run_1/clock_wires.png
(4 px per um)
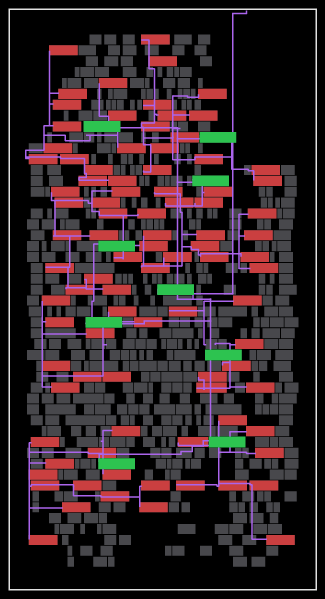
run_1/class_map.png
(2 px per um)
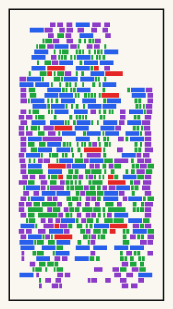
run_1/clock_nets.png
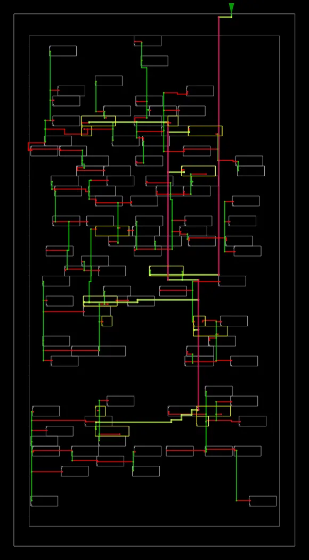
[config.mk]
export PLATFORM = sky130hd
export DESIGN_NAME = mem_io_responder
export DESIGN_NICKNAME = d
export VERILOG_FILES = /design/src/rtl/mem_io_pkg.sv /design/src/rtl/register.sv /design/src/rtl/mem_io_responder.sv
export SDC_FILE = /design/constraint.sdc
export NUM_CORES = 1
export LEC_CHECK = 0
export CORE_ASPECT_RATIO = 2
export CORE_MARGIN = 4
export CORE_UTILIZATION = 40
export CTS_BUF_LIST = sky130_fd_sc_hd__clkbuf_4 sky130_fd_sc_hd__clkbuf_8 sky130_fd_sc_hd__clkbuf_16
export DETAILED_ROUTE_END_ITERATION = 10
export PLACE_DENSITY = 0.75
export SYNTH_ARGS = -nofsm -noshare
export SYNTH_HDL_FRONTEND = slang
export SYNTH_SLANG_ARGS = --single-unit
export TNS_END_PERCENT = 50
[constraint.sdc]
create_clock -name Clk -period 1.8 [get_ports Clk]
set_input_delay 0.45 -clock Clk [delete_from_list [all_inputs] [get_ports Clk]]
set_output_delay 0.45 -clock Clk [all_outputs]
set_load 0.03 [all_outputs]
[src/rtl/mem_io_pkg.sv]
// ============================================================================
// Module   : mem_io_pkg
// Purpose  : Shared types and constants for the memory/MMIO responder.
//            Holds the responder state encoding, the default memory-mapped
//            switch/hex address and the wait-state counter width.
// Revision : 1.0 - initial release
// ============================================================================
`default_nettype none

package mem_io_pkg;

    // Wait-state down-counter width; WAIT_CYCLES must fit (1..15).
    localparam int CNT_W = 4;

    // Address decoded as the switch (read) / hex display (write) register.
    localparam logic [15:0] MMIO_ADDR_DEFAULT = 16'hFFFF;

    typedef enum logic [1:0] {
        IDLE      = 2'd0,
        MMIO      = 2'd1,
        SRAM_WAIT = 2'd2,
        DONE      = 2'd3
    } state_t;

    // True when an address targets the memory-mapped register.
    function automatic logic is_mmio(input logic [15:0] addr,
                                     input logic [15:0] mmio_addr);
        return (addr == mmio_addr);
    endfunction

endpackage

`default_nettype wire

[src/rtl/register.sv]
// ============================================================================
// Module   : register
// Purpose  : Generic N-bit load-enabled holding register.
// Ports    : Clk    - clock
//            Reset  - synchronous active-high reset, clears D_Out
//            Load   - when high, D_In is captured on the rising edge
//            D_In   - data to capture
//            D_Out  - registered value
// Revision : 1.0 - initial release
// ============================================================================
`default_nettype none

module register #(
    parameter int N = 16
) (
    input  logic         Clk,
    input  logic         Reset,
    input  logic         Load,
    input  logic [N-1:0] D_In,
    output logic [N-1:0] D_Out
);

    always_ff @(posedge Clk) begin
        if (Reset) begin
            D_Out <= '0;
        end else if (Load) begin
            D_Out <= D_In;
        end
    end

endmodule

`default_nettype wire

[src/rtl/mem_io_responder.sv]
// ============================================================================
// Module   : mem_io_responder
// Purpose  : Services single CPU memory requests. The MMIO address reads the
//            switches / writes the hex display register; every other address
//            is forwarded to an SRAM with a fixed number of wait states.
//            Completion is signalled by a one-cycle R pulse.
// Ports    : Clk, Reset          - clock, synchronous active-high reset
//            MEM_EN, WE          - request valid, 1=write / 0=read
//            ADDR, WDATA         - request address and write data
//            R                   - access-complete pulse
//            MDR_In              - read data returned to the CPU
//            SW, HEX             - switches in, hex display register out
//            sram_ce, sram_we    - SRAM strobes (only active in SRAM_WAIT)
//            sram_addr/wdata     - SRAM address and write data
//            sram_rdata          - SRAM read data, valid on last wait cycle
// Revision : 1.0 - initial release
// ============================================================================
`default_nettype none

module mem_io_responder
    import mem_io_pkg::*;
#(
    parameter int          WAIT_CYCLES = 2,
    parameter logic [15:0] MMIO_ADDR   = MMIO_ADDR_DEFAULT
) (
    input  logic        Clk,
    input  logic        Reset,
    input  logic        MEM_EN,
    input  logic        WE,
    input  logic [15:0] ADDR,
    input  logic [15:0] WDATA,
    output logic        R,
    output logic [15:0] MDR_In,
    input  logic [9:0]  SW,
    output logic [15:0] HEX,
    output logic        sram_ce,
    output logic        sram_we,
    output logic [15:0] sram_addr,
    output logic [15:0] sram_wdata,
    input  logic [15:0] sram_rdata
);

    localparam logic [CNT_W-1:0] WAIT_LOAD = CNT_W'(WAIT_CYCLES);

    state_t           state;
    logic             armed;
    logic             we_q;
    logic [15:0]      wdata_q;
    logic [CNT_W-1:0] cnt;
    logic             hex_load;

    // HEX captures the latched write data on the edge leaving MMIO, so a
    // reset during MMIO wins over the load inside the register.
    assign hex_load = (state == MMIO) && we_q;

    register #(
        .N (16)
    ) u_hex_reg (
        .Clk   (Clk),
        .Reset (Reset),
        .Load  (hex_load),
        .D_In  (wdata_q),
        .D_Out (HEX)
    );

    always_ff @(posedge Clk) begin
        if (Reset) begin
            state      <= IDLE;
            armed      <= 1'b1;
            R          <= 1'b0;
            MDR_In     <= '0;
            sram_ce    <= 1'b0;
            sram_we    <= 1'b0;
            sram_addr  <= '0;
            sram_wdata <= '0;
            cnt        <= '0;
            we_q       <= 1'b0;
            wdata_q    <= '0;
        end else begin
            R <= 1'b0;

            // A request held high is serviced once; dropping MEM_EN for at
            // least one cycle re-arms the responder.
            if (!MEM_EN) begin
                armed <= 1'b1;
            end else if (R) begin
                armed <= 1'b0;
            end

            case (state)
                IDLE: begin
                    if (MEM_EN && armed) begin
                        we_q    <= WE;
                        wdata_q <= WDATA;
                        if (is_mmio(ADDR, MMIO_ADDR)) begin
                            state <= MMIO;
                        end else begin
                            // SRAM strobes are registered so they are valid
                            // for the whole of every SRAM_WAIT cycle.
                            state      <= SRAM_WAIT;
                            cnt        <= WAIT_LOAD;
                            sram_ce    <= 1'b1;
                            sram_we    <= WE;
                            sram_addr  <= ADDR;
                            sram_wdata <= WDATA;
                        end
                    end
                end

                MMIO: begin
                    if (!we_q) begin
                        MDR_In <= {6'b0, SW};
                    end
                    state <= DONE;
                    R     <= 1'b1;
                end

                SRAM_WAIT: begin
                    if (cnt <= CNT_W'(1)) begin
                        // Last wait cycle: the SRAM data is valid now.
                        if (!we_q) begin
                            MDR_In <= sram_rdata;
                        end
                        sram_ce <= 1'b0;
                        sram_we <= 1'b0;
                        cnt     <= '0;
                        state   <= DONE;
                        R       <= 1'b1;
                    end else begin
                        cnt <= cnt - CNT_W'(1);
                    end
                end

                DONE: begin
                    state <= IDLE;
                end

                default: begin
                    state <= IDLE;
                end
            endcase
        end
    end

endmodule

`default_nettype wire

==> reports/qor.log, run 1 <==
INFO  grt            globalRoute.busiestLayer=met2
INFO  critical_path  crit_family=buffers and inverters
INFO  yosys          netlist-cell-type-count=43
INFO  drt            wirelength_routed=10.60mm
INFO  yosys          syn-mean-instance-area=8.944um^2
INFO  power          power-top-group=combinational logic
INFO  drt            antenna_left=0
INFO  final_timing   layout_min_cycle_time=1.778ns
INFO  grt            global_route_met3_usage=0.05328
INFO  yosys          simple_gate_share=0.1867
INFO  critical_path  timing_worst_setup_path_type=reg -> out
INFO  power          seq_power=2.62mW
INFO  yosys          seq_area_frac_synth=0.4873
INFO  yosys          yosys_most_used_dff=sky130_fd_sc_hd__dfxtp_1
INFO  grt            initial_antenna_violation_count=0
INFO  drt            drc_errors=0
INFO  die            ios=129
INFO  clock_network  cts_made_buffers=9
INFO  critical_path  regToRegStartpoint=state[0]
INFO  finish         final_layout_top_logic_cell=sky130_fd_sc_hd__dfxtp_1
INFO  critical_path  beginning_of_the_critical_path=MDR_In[11]
INFO  yosys          mappedNetlistNets=486
INFO  yosys          synth_adder_area_share=0.02008
INFO  power          switching_share=0.3695
INFO  drt            wl_per_cell=15.49um
INFO  min_path       worstHoldEndpoint=sram_addr[8]
INFO  finish         layout-drive-gt1-share=0.1581
INFO  finish         final-nonclk-buf-share=0.2889
INFO  yosys          yosys-stat-cells=418
INFO  run_status     outcome=finished, final reports clean
INFO  final_timing   finalHoldWorstSlack=0.3708ns
INFO  place          hpwl_after_dpl=7.656mm
INFO  yosys          commonest_cells_in_the_synthesized_netlist=91 x sky130_fd_sc_hd__dfxtp_1, 77 x sky130_fd_sc_hd__nand2_1, 55 x sky130_fd_sc_hd__a21oi_1
INFO  yosys          flip_flop_and_latch_count_after_synthesis=91
INFO  yosys          area_fraction_of_the_dominant_cell_type_after_synthesis=0.4873
INFO  min_path       worstHoldPathType=in -> reg
INFO  clock_network  worst_setup_hold_path_clk_slew=0.06ns
INFO  power          p_sw=2.991mW
-- clock_wires.png (at the start) --
purple -> clock wires  # length 1070 um
red -> flip-flops  # count 91
green -> clock-net drivers  # count 9
routed clock nets = 10
worst setup skew after layout: 0.008133 ns
insertion delay to the later sink of the worst-skew pair: 0.34 ns
clock network fraction of total power: 0.213
clock network power: 1.73 mW

-- class_map.png (at the start) --
green -> remaining logic cells  # cells 298, share of their area 33%
blue -> registers  # cells 91, share of their area 33%
purple -> remaining buffers and delay cells  # cells 178, share of their area 30%
red -> clock drivers and dummy loads  # cells 15, share of their area 4.9%

-- clock_nets.png (at the start) --
number of sinks on the clock net: 91
seq_cells: 91
total of clock buffers placed in the layout: 12

## Run 2: what changed since run 1
--- a/config.mk
+++ b/config.mk
@@ -7,10 +7,10 @@
 export LEC_CHECK = 0
 export CORE_ASPECT_RATIO = 2
 export CORE_MARGIN = 4
-export CORE_UTILIZATION = 40
+export CORE_UTILIZATION = 41
 export CTS_BUF_LIST = sky130_fd_sc_hd__clkbuf_4 sky130_fd_sc_hd__clkbuf_8 sky130_fd_sc_hd__clkbuf_16
 export DETAILED_ROUTE_END_ITERATION = 10
-export PLACE_DENSITY = 0.75
+export PLACE_DENSITY = 0.76
 export SYNTH_ARGS = -nofsm -noshare
 export SYNTH_HDL_FRONTEND = slang
 export SYNTH_SLANG_ARGS = --single-unit
run_2/class_map.png
(2 px per um)
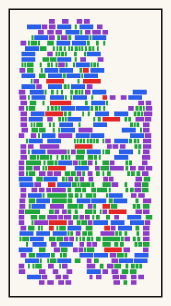
blue -> registers  # cells 91, share of their area 32%
green -> remaining logic cells  # cells 298, share of their area 32%
red -> clock drivers and dummy loads  # cells 16, share of their area 5.5%
purple -> remaining buffers and delay cells  # cells 174, share of their area 30%

run_2/port_trees.png
(4 px per um)
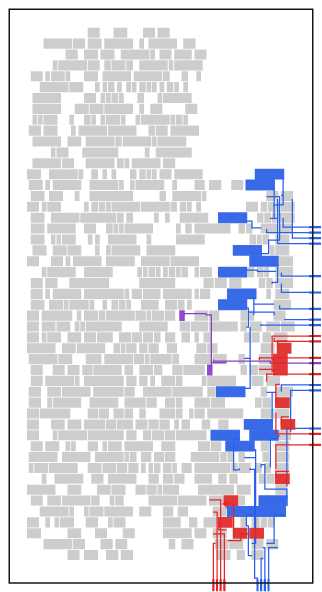
red -> SW  # bits 10, direction input, end cells 10, buffers 10, wire 194 um
purple -> WE  # bits 1, direction input, end cells 2, buffers 1, wire 50.2 um
blue -> MDR_In  # bits 16, direction output, end cells 16, buffers 16, wire 398 um
number of port buffers: 128
# IOs: 129

run_2/clock_nets.png
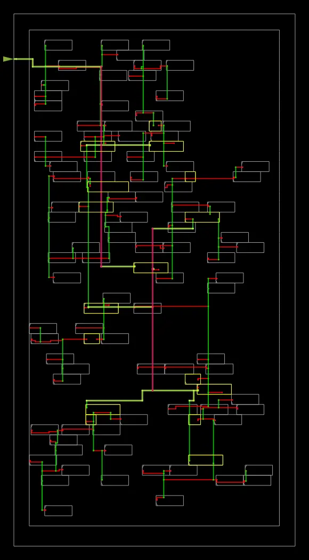
Inserted Clock Buffers: 9
worst setup skew after layout: 0.006083 ns
total of clock buffers placed in the layout: 9
clock network power: 1.93 mW

==> run 2 against run 1 <==
- final area up 1.3%
- sequential power about the same
- count of clock-buffer cells in the layout down 3
- non-clock buffer count down 4
- die size down 2.2%
- register-to-register slack better by 0.05 ns
- routed wire length down 0.23%
- fmax up 2.9%
- critical path depth up 7
- via count up 0.63%
- clock power up 12%
- clock skew down 0.0020 ns
- critical path type is now in -> reg
- critical endpoint is now sram_addr[15]
- largest power group unchanged
==> reports/qor.log, run 2 <==
INFO  run_status     outcome=finished, final reports clean
INFO  final_timing   layout_min_cycle_time=1.728ns [-0.04985 ns]
INFO  critical_path  beginning_of_the_critical_path=ADDR[2]
INFO  clock_network  worst_setup_hold_path_clk_slew=0.06ns [about the same]
INFO  yosys          commonest_cells_in_the_synthesized_netlist=91 x sky130_fd_sc_hd__dfxtp_1, 77 x sky130_fd_sc_hd__nand2_1, 55 x sky130_fd_sc_hd__a21oi_1
INFO  finish         layout-drive-gt1-share=0.1451 [-0.01300]
INFO  critical_path  timing_worst_setup_path_type=in -> reg
INFO  min_path       worstHoldPathType=in -> reg
INFO  power          p_sw=3.085mW [+3.1%]
INFO  yosys          flip_flop_and_latch_count_after_synthesis=91 [unchanged]
INFO  grt            global_route_met3_usage=0.05144 [-0.001839]
INFO  critical_path  crit_family=buffers and inverters
INFO  grt            pin_count_of_the_biggest_net_entering_global_routing=29
INFO  power          seq_power=2.62mW [about the same]
INFO  yosys          simple_gate_share=0.1867 [unchanged]
INFO  clock_network  clock.latency.late_pin=0.34ns [about the same]
INFO  yosys          mappedNetlistNets=486 [unchanged]
INFO  finish         final_layout_top_logic_cell=sky130_fd_sc_hd__dfxtp_1
INFO  final_timing   finalHoldWorstSlack=0.3821ns [+0.01129 ns]
INFO  yosys          netlist-cell-type-count=43 [unchanged]
INFO  clock_network  clock_path_buffers=2
INFO  yosys          yosys-stat-cells=418 [unchanged]
INFO  place          hpwl_after_dpl=7.643mm [-0.17%]
INFO  grt            globalRoute.busiestLayer=met2
INFO  critical_path  regToRegStartpoint=state[1]
INFO  finish         final-nonclk-buf-share=0.2926 [+0.003724]
INFO  yosys          seq_area_frac_synth=0.4873 [unchanged]
INFO  drt            antenna_left=0 [unchanged]
INFO  finish         seq_cell_count=91 [unchanged]
INFO  min_path       worstHoldEndpoint=armed
INFO  clock_network  clkSinkCount=91 [unchanged]
INFO  power          power-top-group=combinational logic
INFO  drt            wl_per_cell=15.53um [+0.21%]
INFO  drt            wirelength_routed=10.57mm [-0.23%]
INFO  yosys          synth_adder_area_share=0.02008 [unchanged]
INFO  power          pwr-share-clk=0.230 [+0.017]
INFO  yosys          syn-mean-instance-area=8.944um^2 [unchanged]
INFO  yosys          yosys_most_used_dff=sky130_fd_sc_hd__dfxtp_1
INFO  drt            drc_errors=0 [unchanged]
No activity file was given, so power comes from the tool's default toggle rates.
